[src/rtl/lsu_pkg.sv]
// Shared encodings, request record and lane helpers for the load/store unit.
// The lane helpers are pure functions, so the align stage stays purely combinational.
package lsu_pkg;

    localparam logic [1:0] SZ_BYTE    = 2'b00;
    localparam logic [1:0] SZ_HALF    = 2'b01;
    localparam logic [1:0] SZ_WORD    = 2'b10;
    localparam logic [1:0] SZ_ILLEGAL = 2'b11;

    typedef logic [1:0] lsu_state_t;

    localparam lsu_state_t ST_IDLE   = 2'd0;
    localparam lsu_state_t ST_ACCESS = 2'd1;
    localparam lsu_state_t ST_WRITE  = 2'd2;
    localparam lsu_state_t ST_RESP   = 2'd3;

    typedef struct packed {
        logic        write;
        logic [1:0]  size;
        logic        is_unsigned;
        logic [31:0] addr;
        logic [31:0] wdata;
    } lsu_req_t;

    // Little-endian lane select, right-aligned, then sign- or zero-extended.
    function automatic logic [31:0] lane_extract(
        input logic [31:0] word,
        input logic [1:0]  size,
        input logic [1:0]  lane,
        input logic        is_unsigned
    );
        logic [7:0]  b;
        logic [15:0] h;
        logic [31:0] r;
        b = word[{lane, 3'b000} +: 8];
        h = lane[1] ? word[31:16] : word[15:0];
        case (size)
            SZ_BYTE: r = {{24{b[7] & ~is_unsigned}}, b};
            SZ_HALF: r = {{16{h[15] & ~is_unsigned}}, h};
            default: r = word;
        endcase
        return r;
    endfunction

    // Replace the addressed lane of the old word; a word store takes wdata whole.
    function automatic logic [31:0] lane_merge(
        input logic [31:0] old_word,
        input logic [31:0] wdata,
        input logic [1:0]  size,
        input logic [1:0]  lane
    );
        logic [31:0] r;
        r = old_word;
        case (size)
            SZ_BYTE: r[{lane, 3'b000} +: 8] = wdata[7:0];
            SZ_HALF: begin
                if (lane[1]) r[31:16] = wdata[15:0];
                else         r[15:0]  = wdata[15:0];
            end
            default: r = wdata;
        endcase
        return r;
    endfunction

endpackage

[src/rtl/lsu_align.sv]
// Combinational lane alignment: store merge into the read-back word and load extraction.
module lsu_align
    import lsu_pkg::*;
(
    input  logic [31:0] rd_q,
    input  logic [31:0] wdata,
    input  logic [1:0]  size,
    input  logic [1:0]  lane,
    input  logic        is_unsigned,
    output logic [31:0] merged,
    output logic [31:0] load_data
);

    assign merged    = lane_merge(rd_q, wdata, size, lane);
    assign load_data = lane_extract(rd_q, size, lane, is_unsigned);

endmodule

[src/rtl/load_store_unit.sv]
// Memory-access stage: one request at a time, read-modify-write for sub-word stores,
// fault detection at accept time and a single-cycle registered response.
module load_store_unit
    import lsu_pkg::*;
#(
    parameter int MEM_WORDS = 128
) (
    input  logic        clk,
    input  logic        rst,
    input  logic        req_valid,
    output logic        req_ready,
    input  logic        req_write,
    input  logic [1:0]  req_size,
    input  logic        req_unsigned,
    input  logic [31:0] req_addr,
    input  logic [31:0] req_wdata,
    output logic        resp_valid,
    output logic [31:0] resp_rdata,
    output logic        resp_fault,
    output logic [31:0] mem_address,
    output logic        mem_read,
    output logic        mem_write,
    output logic [31:0] mem_write_data,
    input  logic [31:0] mem_read_data
);

    localparam logic [31:0] MEM_LIMIT = MEM_WORDS;

    lsu_state_t  state_q, state_d;
    lsu_req_t    req_q;
    logic        fault_q;
    logic [31:0] rd_q;
    logic        req_fire;
    logic        req_fault;
    logic [31:0] merged;
    logic [31:0] load_data;

    assign req_fire = req_valid && req_ready;

    // NOTE: every always_comb output gets a default first so no path can infer a latch.
    always_comb begin
        req_fault = 1'b0;
        case (req_size)
            SZ_BYTE: req_fault = 1'b0;
            SZ_HALF: req_fault = req_addr[0];
            SZ_WORD: req_fault = |req_addr[1:0];
            default: req_fault = 1'b1;
        endcase
        if ({2'b00, req_addr[31:2]} >= MEM_LIMIT) req_fault = 1'b1;
    end

    always_comb begin
        state_d = state_q;
        case (state_q)
            ST_IDLE: begin
                if (req_fire) begin
                    if (req_fault)                             state_d = ST_RESP;
                    else if (req_write && req_size == SZ_WORD) state_d = ST_WRITE;
                    else                                       state_d = ST_ACCESS;
                end
            end
            ST_ACCESS: state_d = req_q.write ? ST_WRITE : ST_RESP;
            ST_WRITE:  state_d = ST_RESP;
            ST_RESP:   state_d = ST_IDLE;
            default:   state_d = ST_IDLE;
        endcase
    end

    // NOTE: non-blocking assignments so every register samples pre-edge values.
    always_ff @(posedge clk) begin
        if (rst) begin
            state_q <= ST_IDLE;
            req_q   <= '0;
            fault_q <= 1'b0;
            rd_q    <= '0;
        end else begin
            state_q <= state_d;
            if (req_fire) begin
                req_q.write       <= req_write;
                req_q.size        <= req_size;
                req_q.is_unsigned <= req_unsigned;
                req_q.addr        <= req_addr;
                req_q.wdata       <= req_wdata;
                fault_q           <= req_fault;
            end
            if (state_q == ST_ACCESS) rd_q <= mem_read_data;
        end
    end

    lsu_align u_align (
        .rd_q        (rd_q),
        .wdata       (req_q.wdata),
        .size        (req_q.size),
        .lane        (req_q.addr[1:0]),
        .is_unsigned (req_q.is_unsigned),
        .merged      (merged),
        .load_data   (load_data)
    );

    assign req_ready  = (state_q == ST_IDLE);
    assign resp_valid = (state_q == ST_RESP);
    assign resp_fault = resp_valid && fault_q;
    assign resp_rdata = (resp_valid && !fault_q && !req_q.write) ? load_data : 32'h0;

    // Strobes decode from state alone; a reset landing on WRITE kills the commit.
    assign mem_address    = {2'b00, req_q.addr[31:2]};
    assign mem_read       = (state_q == ST_ACCESS);
    assign mem_write      = (state_q == ST_WRITE) && !rst;
    assign mem_write_data = (state_q == ST_WRITE) ? merged : 32'h0;

endmodule

[config.mk]
export PLATFORM = sky130hd
export DESIGN_NAME = load_store_unit
export DESIGN_NICKNAME = d
export VERILOG_FILES = /design/src/rtl/lsu_pkg.sv /design/src/rtl/lsu_align.sv /design/src/rtl/load_store_unit.sv
export SDC_FILE = /design/constraint.sdc
export NUM_CORES = 1
export LEC_CHECK = 0
export ABC_AREA = 1
export CELL_PAD_IN_SITES_DETAIL_PLACEMENT = 1
export CELL_PAD_IN_SITES_GLOBAL_PLACEMENT = 2
export CORE_MARGIN = 5
export CORE_UTILIZATION = 24
export DETAILED_ROUTE_END_ITERATION = 10
export HOLD_SLACK_MARGIN = 0.12
export PLACE_DENSITY = 0.83
export SLEW_MARGIN = 10
export SYNTH_ARGS = -nofsm -noshare
export SYNTH_HDL_FRONTEND = slang
export SYNTH_SLANG_ARGS = --single-unit
export TNS_END_PERCENT = 50
[constraint.sdc]
create_clock -name clk -period 2.7 [get_ports clk]
set_input_delay 0.54 -clock clk [delete_from_list [all_inputs] [get_ports clk]]
set_output_delay 0.54 -clock clk [all_outputs]
set_load 0.05 [all_outputs]
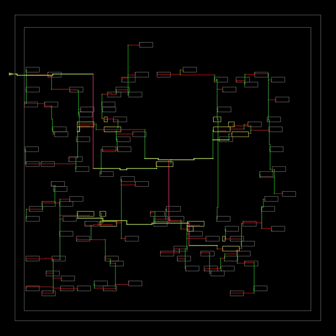
(run_1/clocks.png)
clk_buf instances: 11
Skew-Pair Late Insertion Delay: 0.36 ns
# clock sinks: 103
CTS Buf Count: 9
registers: 103

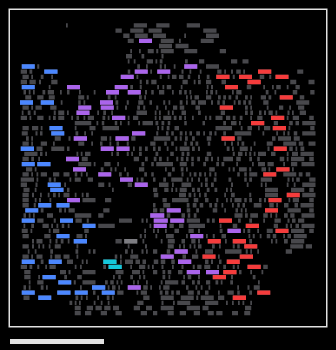
(run_1/flops_by_reg.png)
Scale bar: 50 um. Other sequential cells in the stronger gray, the rest of the logic in the fainter gray.
| name in the netlist | color | flops |
|---|---|---|
| `mem_address` | blue | 30 |
| `req_q` | purple | 38 |
| `state_q` | cyan | 2 |
| `rd_q` | red | 32 |
not colored: 1

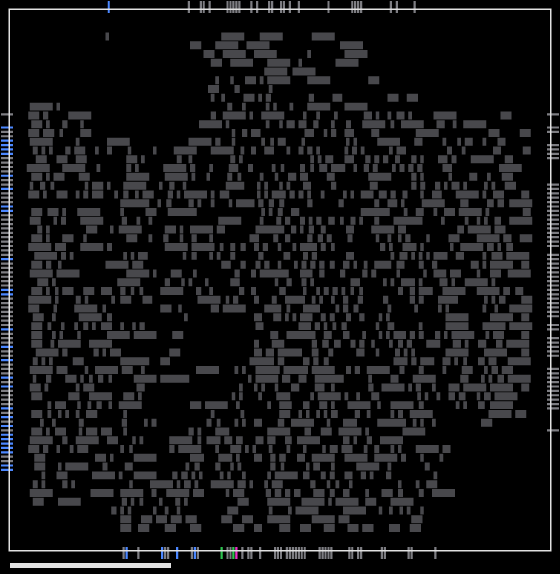
(run_1/io_placement.png)
Scale bar: 50 um. Pins as bars across the die edge, other pins in gray.
| port | color | pins | direction | edge |
|---|---|---|---|---|
| `req_size` | green | 2 | input | south |
| `req_write` | magenta | 1 | input | south |
| `mem_address` | blue | 32 | output | 27 west, 4 south, 1 north |

==> run notes, run 1 <==
run metrics: outcome finished, final reports clean, Hold Vio Cnt, Final 0, DR pass1 iterations 4, Final min period 2.605 ns, Placed Cells incl. Taps 1,379, Post-synth ARST share 0%, All-Layer GR Usage 18.21%, worst-path maximum fanout 25, area grow syn2layout 53.73%, Worst Setup EP resp_rdata[1], Yosys cell types 28, Post-synth regs 103, Post-DP HPWL 20,180 um, htree depth 3, Core Region 24,320 um^2, Flop area 2067 um^2, most numerous logic cell after layout nand2_1, layout cell share with drive strength beyond 1 18.00%, vias in the first global route 6,905, R2R Path End rd_q[14], Clock Pin Slew Worst Setup and Hold Paths 0.08 ns, most frequent cells in the layout nand2_1 (233), clkdlybuf4s50_1 (134), a21oi_1 (114), dfxtp_1 (99), nor2_1 (97), Post-synth EDFFs 0, fin crit share 96.50%, Antenna Nets Post-Route 0, Vias/cell 4.804, Die Area 27,990 um^2, Die Y 167.3 um, OpenROAD warning count 38, I/O pin count 204, total power 6.957 mW, ys cells 919, Seq share, synth 34.72%, sequence of cells on the critical path buf_6 -> buf_4 -> a21oi_1 -> o21ai_0 -> nor2_1 -> a211oi_2 -> buf_6, Crit path required time 2.16 ns, number of DRC markers in iteration 0 409, Slew HR 63.38%, CTS tree built, routability cong. 0.9494, yosys stat chip area 5938 um^2, Post-Syn Instances 919, Arrival @ worst endpoint 2.07 ns, Mapped Area 5938 um^2, CTS max path bufs 2, grt met3 use 7.355%, HP Start mem_address[21], MI comb area 3413 um^2, port bufs 201, via count 6,706, met1 usage 23.05%, Worst Hold Class flip-flop to flip-flop, FP Util 24.42%, final std cells w/o fill 1,396, r2r setup slk 0.96 ns, final wirelength 26,300 um, syn avg cell area 6.462 um^2, Final setup viols 0, CP dominant cell by count buf_6, crit path kind flip-flop to primary output, RSZ-0062 raised after global routing true, met2 Track Usage GR 29.38%, gr busiest metal met2, VDD IR max 0.2853 mV, Worst Max-Slew Pin Slew 0.5476 ns, LEAKAGE 3.283 nW, Synth warnings 0, number of fill cells 2,963, crit path from req_q[33], FMAX 0.3838 GHz, Worst Skew 0.005267 ns, Rows 57, depth of the worst register-to-register path 7, critical path endpoint category primary output, initial antenna violation count 4, die width 167.3 um, worst r2r src state_q[1], Critical Path Source Type flip-flop, first-pass GRT wire length 40,300 um, CP peak stage delay 0.37 ns, pwr dens 762.1 nW/um^2, slowest CP cell dfxtp_2, fin nets 1,179, Synth Flop Type dfxtp_1, largest net degree at the start of global routing 104, hold_buf cts 0, total gr overflow 0, fin. max-slew vios 0, maxcap violations 0
run 1: flip-flops by register name (all words and copies together), names as in the netlist:
| register | cells |
|---|---|
| req_q | 38 |
| rd_q | 32 |
| mem_address | 30 |
| state_q | 2 |
| fault_q | 1 |
run 1: repair_timing:
item	4_1_cts	5_1_grt
pin swaps	1	6
buffers inserted	1	0
resized	38	35
endpoints found under the setup margin	47	54
run 1: metrics by stage:
step           hold slack [ns]  setup WS (ns)   TNS, ns  utilization (%)  instance area (um^2)
5_1_grt                 0.4871       -0.01909  -0.04879            37.54                  9129
4_1_cts                 0.4668       -0.02950  -0.08073            37.15                  9034
6_report                0.4632        0.09461         0            37.54                  9129
3_3_place_gp            0.4513         0.2521         0            35.42                  8615
2_1_floorplan           0.4449        -0.1579   -0.7585                -                  6000
3_5_place_dp            0.4559         0.1498         0            35.42                  8615
run 1: final cells by class:
class | count | area share [%]
Multi-Input combinational cell | 666 | 37.39
Clock buffer | 11 | 2.549
Timing Repair Buffer | 225 | 29.88
Sequential cell | 103 | 22.64
Clock inverter | 5 | 0.4660
Inverter | 62 | 2.632
Tap cell | 324 | 4.441
run 1: how the worst min path moves through the flow:
stage                                 end  slack (ns)  cells after the start
after global routing      mem_address[18]        0.49                      2
after global placement    mem_address[12]        0.45                      2
after CTS                 mem_address[12]        0.47                      2
final                     mem_address[21]        0.46                      2
after detailed placement        req_q[21]        0.46                      2
after floorplan           mem_address[23]        0.44                      2
run 1: logic make-up after synthesis:
logic type	after synthesis	synth area share, %
buffers and inverters	151	12.12
adder cells (fa/ha/maj)	9	1.896
flip-flops	103	34.72
AND/OR/NAND/NOR	377	25.16
other	1	0.06315
AND-OR/OR-AND	278	26.04
run 1: critical path, delay by kind of cell (launching register included):
family / cells / cell delay [ns]
AND-OR/OR-AND: 3 / 0.57
buffers and inverters: 3 / 0.66
AND/OR/NAND/NOR: 1 / 0.09
flip-flops: 1 / 0.37
run 1: routing by layer:
layer	vias to the layer above	routed length [um]	part of all wire (%)
met4	8	415	1.6
met1	3144	11350	43
li1	3296	-	-
met3	29	2527	9.6
met5	-	53	0.20
met2	229	11960	45
run 1: cells in the mapped netlist, drive strengths merged (2+ instances only):
| library cell | count | share of area (%) |
|---|---|---|
| a31oi | 4 | 0.42 |
| o21ai | 79 | 6.7 |
| o22ai | 9 | 0.95 |
| nand2 | 242 | 16 |
| inv | 59 | 3.7 |
| buf | 51 | 5.8 |
| clkbuf | 38 | 2.4 |
| a41oi | 2 | 0.30 |
| nor2 | 124 | 8.4 |
| nor3 | 4 | 0.34 |
| ha | 9 | 1.9 |
| o211ai | 10 | 1.3 |
| clkinv | 3 | 0.21 |
| a211oi | 41 | 5.2 |
| dfxtp | 103 | 35 |
| nand3 | 7 | 0.80 |
| a21oi | 132 | 11 |
run 1: report_power, final:
part	leakage, nW	internal (mW)	switching, mW
sequential	0.847	1.80	0.273
combinational	2.30	1.25	2.36
clock	0.136	0.640	0.634
total	3.28	3.69	3.27
==> run_1/detail.png <==
Scale bar: 20 um. Window x 59 to 109, y 92 to 142 um. Cells in gray, sequential cells in the stronger gray; small squares are vias.
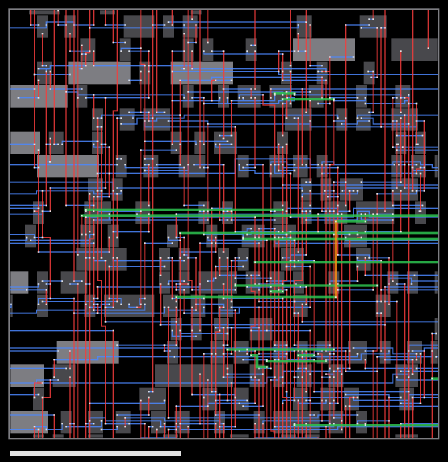

==> run 1 -> run 2 <==
--- a/config.mk
+++ b/config.mk
@@ -15,3 +15,3 @@
 export PLACE_DENSITY = 0.83
-export SLEW_MARGIN = 10
+export SLEW_MARGIN = 0
 export SYNTH_ARGS = -nofsm -noshare
--- a/constraint.sdc
+++ b/constraint.sdc
@@ -3,2 +3,2 @@
 set_output_delay 0.54 -clock clk [all_outputs]
-set_load 0.05 [all_outputs]
+set_load 0.01 [all_outputs]
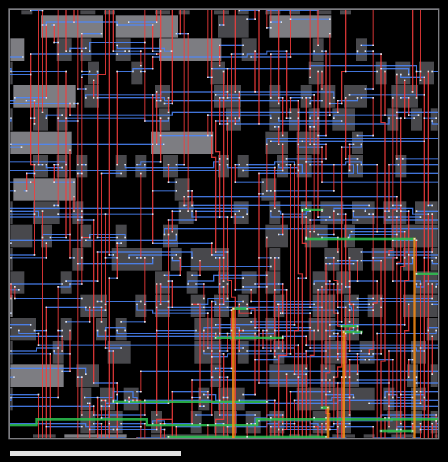
(run_2/detail.png)
Scale bar: 20 um. Window x 59 to 109, y 92 to 142 um. Cells in gray, sequential cells in the stronger gray; small squares are vias.
| layer | color |
|---|---|
| metal 2 | red |
| metal 3 | green |
| metal 4 | orange |
| metal 1 | blue |
cells with their middle in the window: 149
netlist names of flops here include: `req_q` (9)
most frequent: nand2_1 (48), a21oi_1 (26), o21ai_0 (12)
sequential cells in the window: 9

==> run 2 against run 1 <==
  * Via count is 1.4% higher
  * Utilization fell by 1.8 points
  * Worst setup slack about the same
  * Critical path depth up 2
  * Sequential cell count unchanged
  * Highest routed layer unchanged
  * Non-clock buffer count up 24
  * Cell area fell by 4.9%
  * Register-to-register slack barely moved
  * Total power decreased by 9.6%
  * Critical endpoint is now mem_write_data[3]
  * Synthesized cell count stayed put
==> run notes, run 2 <==
run metrics: most frequent cell after synthesis nand2_1, FMAX 0.3839 GHz (about the same), Post-synth ARST share 0% (unchanged), Worst Skew 0.007801 ns (+0.002534 ns), Crit path required time 2.16 ns (about the same), die width 167.3 um (unchanged), final wirelength 26,280 um (about the same), first-pass GRT wire length 40,120 um (-0.45%), Post-synth EDFFs 0 (unchanged), Post-synth regs 103 (unchanged), Post-Syn Instances 919 (unchanged), fin crit share 96.48% (about the same), Slew HR 61.79% (-1.6 points), Yosys cell types 28 (unchanged), Hold Crit Endpoint mem_address[4], syn avg cell area 6.462 um^2 (unchanged), yosys stat chip area 5938 um^2 (unchanged), Core Region 24,320 um^2 (unchanged), initial antenna violation count 1 (-3), ys cells 919 (unchanged), Hold Vio Cnt, Final 0 (unchanged), Critical Path Source Type flip-flop, CTS Buf Count 9 (unchanged), Synth Flop Type dfxtp_1, layout cell share with drive strength beyond 1 12.96% (-5.0 points), Synth warnings 0 (unchanged), worst r2r src state_q[1], fin. max-slew vios 0 (unchanged), All-Layer GR Usage 18.08% (-0.13 points), I/O pin count 204 (unchanged), leading area contributor after synthesis dfxtp_1, Largest Register req_q, most frequent cells in the layout nand2_1 (233), clkdlybuf4s50_1 (136), a21oi_1 (120), nor2_1 (111), dfxtp_1 (99), # clock sinks 103 (unchanged), hold depth 2 (unchanged), depth of the worst register-to-register path 6 (-1), Layout Utilization 35.71% (-1.8 points), most numerous logic cell after layout nand2_1, critical path endpoint category primary output, R2R Path End rd_q[13], OpenROAD warning count 36 (-5.3%), number of fill cells 3,057 (+3.2%), routability cong. 0.9006 (-5.1%), Die Y 167.3 um (unchanged), Seq share, synth 34.72% (unchanged), outcome finished, final reports clean, Antenna Nets Post-Route 0 (unchanged), Final setup viols 0 (unchanged), r2r setup slk 0.96 ns (about the same), Final min period 2.605 ns (-0.0003011 ns), number of DRC markers in iteration 0 278 (-32%), RSZ-0062 raised after global routing false, crit path kind flip-flop to primary output, maxcap violations 0 (unchanged), max reg flops 38 (unchanged), HP Start mem_address[4], gr busiest metal met2, met1 usage 22.86% (-0.20 points), Post-DP HPWL 20,410 um (+1.1%), area grow syn2layout 46.25%, total gr overflow 0 (unchanged), vias in the first global route 6,911 (+0.087%), total power 6.291 mW (-9.6%), Synth area leaders dfxtp_1 (35%), nand2_1 (15%), a21oi_1 (11%), LEAKAGE 3.476 nW (+5.9%), met2 Track Usage GR 30.19% (+0.81 points), Skew-Pair Late Insertion Delay 0.36 ns (about the same), worst-path maximum fanout 8 (-68%), MI comb area 3314 um^2 (-2.9%), largest net degree at the start of global routing 104 (unchanged)
==> run 2: worst max path at each step <==
stage / startpoint / to / slack (ns) / cells past startpoint
after detailed placement: req_q[66] / mem_write_data[1] / -0.05 / 8
after global placement: req_q[66] / mem_write_data[2] / -0.05 / 8
after global routing: state_q[1] / resp_rdata[1] / 0.002 / 7
after CTS: state_q[0] / resp_rdata[0] / -0.26 / 7
final: req_q[32] / mem_write_data[3] / 0.09 / 9
after floorplan: req_q[32] / mem_write_data[29] / 0.54 / 8
==> run 2: through the flow <==
stage | hold slack (ns) | std cells | instance area [um^2] | worst slack [ns]
finish | 0.4653 | 1420 | 8685 | 0.09491
CTS | 0.4686 | 1420 | 8633 | -0.2554
detailed placement | 0.4580 | 1402 | 8294 | -0.04706
global placement | 0.4503 | 1402 | 8294 | -0.04949
floorplan | 0.4449 | 920 | 5942 | 0.5372
global route | 0.4849 | 1420 | 8685 | 0.001721
==> run 2: metal layers <==
metal | share of wire, % | vias to the layer above
met4 | 1.7 | 2
met3 | 7.9 | 26
met5 | 0.049 | -
li1 | - | 3337
met1 | 44 | 3210
met2 | 46 | 223
==> run 2: kinds of logic after synthesis <==
kind of cell             Yosys count  share of synthesized area, %
AND/OR/NAND/NOR                  377                         25.16
AND-OR/OR-AND                    278                         26.04
buffers and inverters            151                         12.12
flip-flops                       103                         34.72
adder cells (fa/ha/maj)            9                         1.896
other                              1                       0.06315
==> run 2: cell type report <==
class | count | area share (%)
flip-flops and latches | 103 | 23.83
inverters | 62 | 2.766
multi-input cells | 666 | 38.16
repair buffers | 249 | 27.39
clock buffers | 11 | 2.680
clock inverters | 5 | 0.5043
well taps | 324 | 4.668
==> run 2: power breakdown <==
group / internal [mW] / switching, mW
Sequential: 1.80 / 0.255
Clock: 0.638 / 0.647
Combinational: 1.15 / 1.80
Total: 3.59 / 2.70
==> run 2: worst max-delay path, cell delays in order (launching register included) <==
cell,delay (ns)
dfxtp_2,0.37
inv_4,0.07
ha_4,0.26
inv_2,0.12
nand3_1,0.11
buf_4,0.18
nor2_1,0.08
o21ai_0,0.09
nor2_1,0.15
dlygate4sd2_1,0.29
==> run 2: what timing repair did <==
item | 4_1_cts | 5_1_grt
pin swaps | 3 | 5
resized | 96 | 67
buffers inserted | 2 | 0
cloned | 0 | 0
endpoints found under the setup margin | 64 | 40
hold buffers | 0 | 0
Power is estimated from default activity; no workload was simulated.
